<file path="config.mk">
export PLATFORM = sky130hd
export DESIGN_NAME = ram_arbiter_flat
export DESIGN_NICKNAME = d
export VERILOG_FILES = /design/src/rtl/ram_arbiter_if.sv /design/src/rtl/ram_arbiter.sv /design/src/flat_wrapper.sv
export SDC_FILE = /design/constraint.sdc
export NUM_CORES = 1
export LEC_CHECK = 0
export ABC_AREA = 1
export ABC_CLOCK_PERIOD_IN_PS = 4900
export CELL_PAD_IN_SITES_DETAIL_PLACEMENT = 0
export CELL_PAD_IN_SITES_GLOBAL_PLACEMENT = 1
export CORE_ASPECT_RATIO = 1.25
export CORE_MARGIN = 2
export CORE_UTILIZATION = 31
export CTS_BUF_LIST = sky130_fd_sc_hd__clkbuf_4 sky130_fd_sc_hd__clkbuf_8
export DETAILED_ROUTE_END_ITERATION = 16
export PLACE_DENSITY_LB_ADDON = 0.1
export SLEW_MARGIN = 20
export SYNTH_ARGS = -nofsm -noshare
export SYNTH_HDL_FRONTEND = slang
export SYNTH_SLANG_ARGS = --single-unit
</file>
<file path="constraint.sdc">
create_clock -name CLK -period 4.9 [get_ports CLK]
set_input_delay 1.225 -clock CLK [delete_from_list [all_inputs] [get_ports CLK]]
set_output_delay 1.225 -clock CLK [all_outputs]
set_load 0.02 [all_outputs]
</file>
<file path="src/rtl/ram_arbiter_if.sv">
// Request/response and RAM-side signals of the arbiter.
// The master modport is the requester/RAM-model side; the slave modport is the arbiter.
interface ram_arbiter_if;
  logic        iREN;
  logic [31:0] iaddr;
  logic        dREN;
  logic        dWEN;
  logic        datomic;
  logic [31:0] daddr;
  logic [31:0] dstore;
  logic        ihit;
  logic [31:0] imemload;
  logic        dhit;
  logic [31:0] dmemload;
  logic        ramREN;
  logic        ramWEN;
  logic [31:0] ramaddr;
  logic [31:0] ramstore;
  logic [31:0] ramload;
  logic [1:0]  ramstate;
  logic        err;

  modport master (
    output iREN, iaddr, dREN, dWEN, datomic, daddr, dstore, ramload, ramstate,
    input  ihit, imemload, dhit, dmemload, ramREN, ramWEN, ramaddr, ramstore, err
  );

  modport slave (
    input  iREN, iaddr, dREN, dWEN, datomic, daddr, dstore, ramload, ramstate,
    output ihit, imemload, dhit, dmemload, ramREN, ramWEN, ramaddr, ramstore, err
  );
endinterface

</file>
<file path="src/rtl/ram_arbiter.sv">
// Shares one single-ported RAM between instruction fetch and data access,
// with data priority, fetch anti-starvation, timeout and the LL/SC link register.
module ram_arbiter #(
  parameter int unsigned TIMEOUT = 15
) (
  input logic          CLK,
  input logic          RST,
  ram_arbiter_if.slave bus
);
  localparam int unsigned CNT_W     = $clog2(TIMEOUT);
  localparam logic [1:0]  RS_ACCESS = 2'b10;
  localparam logic [1:0]  RS_ERROR  = 2'b11;

  typedef enum logic [1:0] {IDLE, DSERV, ISERV, SCFAIL} state_t;

  state_t           state;
  logic [31:0]      latAddr;
  logic [31:0]      latStore;
  logic             opWrite;
  logic             opAtomic;
  logic [CNT_W-1:0] svcCnt;
  logic             lastD;
  logic             linkValid;
  logic [31:0]      linkAddr;
  logic             errFlag;

  logic inService;
  logic accessNow;
  logic doneNow;
  logic dPend;
  logic linkHit;

  assign inService = (state == DSERV) || (state == ISERV);
  assign accessNow = bus.ramstate == RS_ACCESS;
  assign doneNow   = inService && (accessNow || (bus.ramstate == RS_ERROR) ||
                                   (svcCnt == CNT_W'(TIMEOUT - 1)));
  assign dPend     = bus.dREN || bus.dWEN;
  assign linkHit   = linkValid && (linkAddr == bus.daddr);
  assign bus.err   = errFlag;

  // RAM strobes and hit/data decode from the registered state and latched op
  always_comb begin
    bus.ramREN   = 1'b0;
    bus.ramWEN   = 1'b0;
    bus.ramaddr  = 32'd0;
    bus.ramstore = 32'd0;
    bus.ihit     = 1'b0;
    bus.imemload = 32'd0;
    bus.dhit     = 1'b0;
    bus.dmemload = 32'd0;
    case (state)
      DSERV: begin
        bus.ramREN  = !opWrite;
        bus.ramWEN  = opWrite;
        bus.ramaddr = latAddr;
        if (opWrite) bus.ramstore = latStore;
        if (doneNow) begin
          bus.dhit = 1'b1;
          if (accessNow) begin
            if (!opWrite)     bus.dmemload = bus.ramload;
            else if (opAtomic) bus.dmemload = 32'd1;
          end
        end
      end
      ISERV: begin
        bus.ramREN  = 1'b1;
        bus.ramaddr = latAddr;
        if (doneNow) begin
          bus.ihit = 1'b1;
          if (accessNow) bus.imemload = bus.ramload;
        end
      end
      SCFAIL:  bus.dhit = 1'b1;
      default: ;
    endcase
  end

  always_ff @(posedge CLK or posedge RST) begin
    if (RST) begin
      state     <= IDLE;
      latAddr   <= 32'd0;
      latStore  <= 32'd0;
      opWrite   <= 1'b0;
      opAtomic  <= 1'b0;
      svcCnt    <= '0;
      lastD     <= 1'b0;
      linkValid <= 1'b0;
      linkAddr  <= 32'd0;
      errFlag   <= 1'b0;
    end else begin
      case (state)
        IDLE: begin
          svcCnt <= '0;
          // Data wins unless fetch is also waiting and data had the last grant
          if (dPend && (!bus.iREN || !lastD)) begin
            latAddr  <= bus.daddr;
            latStore <= bus.dstore;
            opWrite  <= bus.dWEN;
            opAtomic <= bus.datomic;
            state    <= (bus.dWEN && bus.datomic && !linkHit) ? SCFAIL : DSERV;
          end else if (bus.iREN) begin
            latAddr  <= bus.iaddr;
            latStore <= 32'd0;
            opWrite  <= 1'b0;
            opAtomic <= 1'b0;
            state    <= ISERV;
          end
        end
        DSERV, ISERV: begin
          if (doneNow) begin
            state  <= IDLE;
            svcCnt <= '0;
            lastD  <= (state == DSERV);
            if (!accessNow) errFlag <= 1'b1;
            // Link tracking: LL sets, SC or any write to the linked address clears
            if (state == DSERV) begin
              if (accessNow) begin
                if (!opWrite && opAtomic) begin
                  linkValid <= 1'b1;
                  linkAddr  <= latAddr;
                end else if (opWrite && (opAtomic || (latAddr == linkAddr))) begin
                  linkValid <= 1'b0;
                end
              end else if (opWrite && opAtomic) begin
                linkValid <= 1'b0;
              end
            end
          end else begin
            svcCnt <= svcCnt + CNT_W'(1);
          end
        end
        SCFAIL: begin
          state <= IDLE;
          lastD <= 1'b1;
        end
        default: state <= IDLE;
      endcase
    end
  end
endmodule

</file>
<file path="src/flat_wrapper.sv">
// flat-port wrapper written by rule: the top's interface ports become plain ports
module ram_arbiter_flat 
#(
  parameter int unsigned TIMEOUT = 15
)
  (CLK, RST, bus_iREN, bus_iaddr, bus_dREN, bus_dWEN, bus_datomic, bus_daddr, bus_dstore, bus_ramload, bus_ramstate, bus_ihit, bus_imemload, bus_dhit, bus_dmemload, bus_ramREN, bus_ramWEN, bus_ramaddr, bus_ramstore, bus_err);
  ram_arbiter_if bus_i ();
  input logic CLK;
  input logic RST;
  input wire logic [$bits(bus_i.iREN)-1:0] bus_iREN;
  input wire logic [$bits(bus_i.iaddr)-1:0] bus_iaddr;
  input wire logic [$bits(bus_i.dREN)-1:0] bus_dREN;
  input wire logic [$bits(bus_i.dWEN)-1:0] bus_dWEN;
  input wire logic [$bits(bus_i.datomic)-1:0] bus_datomic;
  input wire logic [$bits(bus_i.daddr)-1:0] bus_daddr;
  input wire logic [$bits(bus_i.dstore)-1:0] bus_dstore;
  input wire logic [$bits(bus_i.ramload)-1:0] bus_ramload;
  input wire logic [$bits(bus_i.ramstate)-1:0] bus_ramstate;
  output wire logic [$bits(bus_i.ihit)-1:0] bus_ihit;
  output wire logic [$bits(bus_i.imemload)-1:0] bus_imemload;
  output wire logic [$bits(bus_i.dhit)-1:0] bus_dhit;
  output wire logic [$bits(bus_i.dmemload)-1:0] bus_dmemload;
  output wire logic [$bits(bus_i.ramREN)-1:0] bus_ramREN;
  output wire logic [$bits(bus_i.ramWEN)-1:0] bus_ramWEN;
  output wire logic [$bits(bus_i.ramaddr)-1:0] bus_ramaddr;
  output wire logic [$bits(bus_i.ramstore)-1:0] bus_ramstore;
  output wire logic [$bits(bus_i.err)-1:0] bus_err;
  assign bus_i.iREN = bus_iREN;
  assign bus_i.iaddr = bus_iaddr;
  assign bus_i.dREN = bus_dREN;
  assign bus_i.dWEN = bus_dWEN;
  assign bus_i.datomic = bus_datomic;
  assign bus_i.daddr = bus_daddr;
  assign bus_i.dstore = bus_dstore;
  assign bus_i.ramload = bus_ramload;
  assign bus_i.ramstate = bus_ramstate;
  assign bus_ihit = bus_i.ihit;
  assign bus_imemload = bus_i.imemload;
  assign bus_dhit = bus_i.dhit;
  assign bus_dmemload = bus_i.dmemload;
  assign bus_ramREN = bus_i.ramREN;
  assign bus_ramWEN = bus_i.ramWEN;
  assign bus_ramaddr = bus_i.ramaddr;
  assign bus_ramstore = bus_i.ramstore;
  assign bus_err = bus_i.err;
  ram_arbiter #(.TIMEOUT(TIMEOUT)) u_core (.CLK(CLK), .RST(RST), .bus(bus_i));
endmodule
</file>
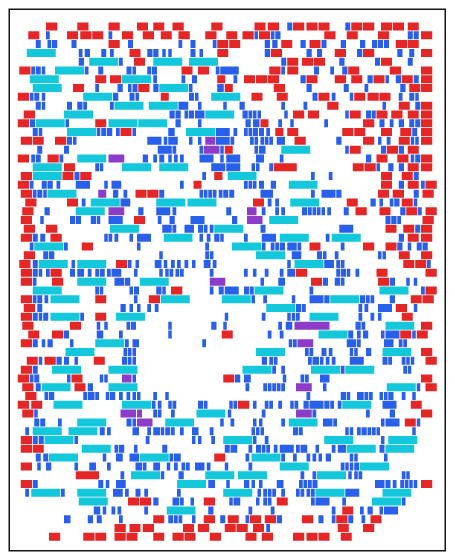
**Above:** cell classes on the final placement.
Key: remaining buffers and delay cells = red [cells 278, share of their area 30%]; sequential cells = cyan [cells 107, share of their area 29%]; clock drivers and dummy loads = purple [cells 16, share of their area 2.2%]; combinational and other logic = blue [cells 787, share of their area 39%]
Seq/total area: 27.6%
core area: 20800 um^2
num rows: 59
Util after Layout: 46.6%
final instance area: 9710 um^2

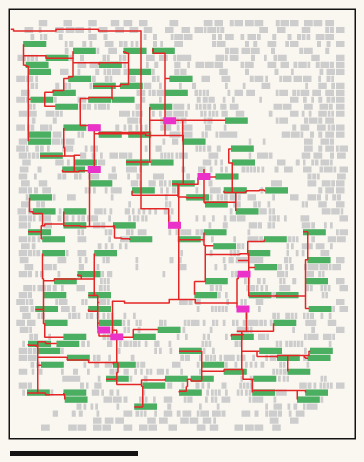
**Above:** routed clock nets over the placement.
Bar = 50 um.
Key: clock wires = red [length 1530 um]; clock drivers = magenta [count 9]; flip-flops = green [count 107]
Position of the flops: all over the die.

==> flow_summary.json <==
{
  "routabilityCongestion": 0.790,
  "synth_area_um2": 6580,
  "drt_first_iter_violations": 298,
  "synth_cell_types": 30,
  "place_area_um2": 9490,
  "hold_end": "u_core.bus.err",
  "grt_use_met1_pct": 24.4,
  "synth_area_leader_cell": "dfrtp_1",
  "cts.repair.resized": 0,
  "hold_class": "reg2reg",
  "inverters": 193,
  "power_leader": "combinational logic",
  "taps": 274,
  "ys_ff": 107,
  "use_met2_pct": 33.8,
  "crit_arrival_ns": 3.33,
  "warnings": 32,
  "slew_viol_final": 0,
  "ys_seq_share_pct": 40.7,
  "ctsHtreeMaxLevel": 3,
  "power_frac_clock_pct": 13.2,
  "yosys.cell_count.top_type": "inv_1",
  "top_level_ports": 269,
  "cp_common_cell": "inv_1",
  "syn2layout_area_growth_pct": 47.5,
  "simple_gate_area_share_pct": 25.9,
  "worst-path-stages": 11,
  "met3_usage_pct": 4.54,
  "die_height_um": 167,
  "yosysWarnings": 0,
  "max_stage_delay_ns": 0.64,
  "critPathLaunch": "bus_ramstate[1]",
  "combPwrFrac_pct": 53.3,
  "status": "finished clean",
  "grt_max_degree": 89,
  "topRoutingLayerUsed": "met4",
  "rrSetupSlack_ns": 2.16,
  "ant_nets": 0,
  "antenna_found_initial": 2,
  "seq_area_um2": 2680,
  "seq_cell_power_mw": 1.49,
  "buffers": 278,
  "skew_ns": 0.0173,
  "crit_end": "bus_imemload[10]",
  "area_share_nonclk_buffers_pct": 28.7,
  "crit_buf_inv": 7
}
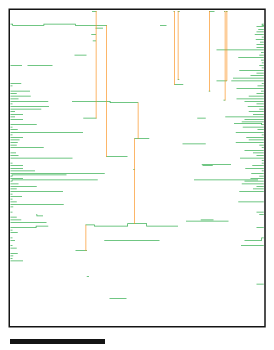
**Above:** metal layers overlaid.
Bar = 50 um. Only two layers are drawn.
Key: metal 3 = green [wire length 1400 um]; metal 4 = orange [wire length 404 um]
final wirelength: 22100 um
GR Util All Layers: 19.6%

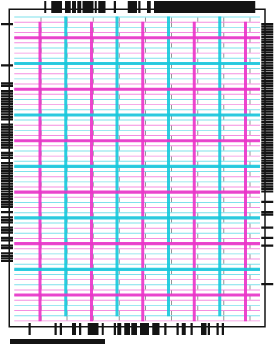
**Above:** PDN straps and rails.
Bar = 50 um. Pins as bars on the die edge. Tap cells in grey.
Key: VSS = magenta; VDD = cyan
11 straps on met5. 269 signal pins sit on the boundary.

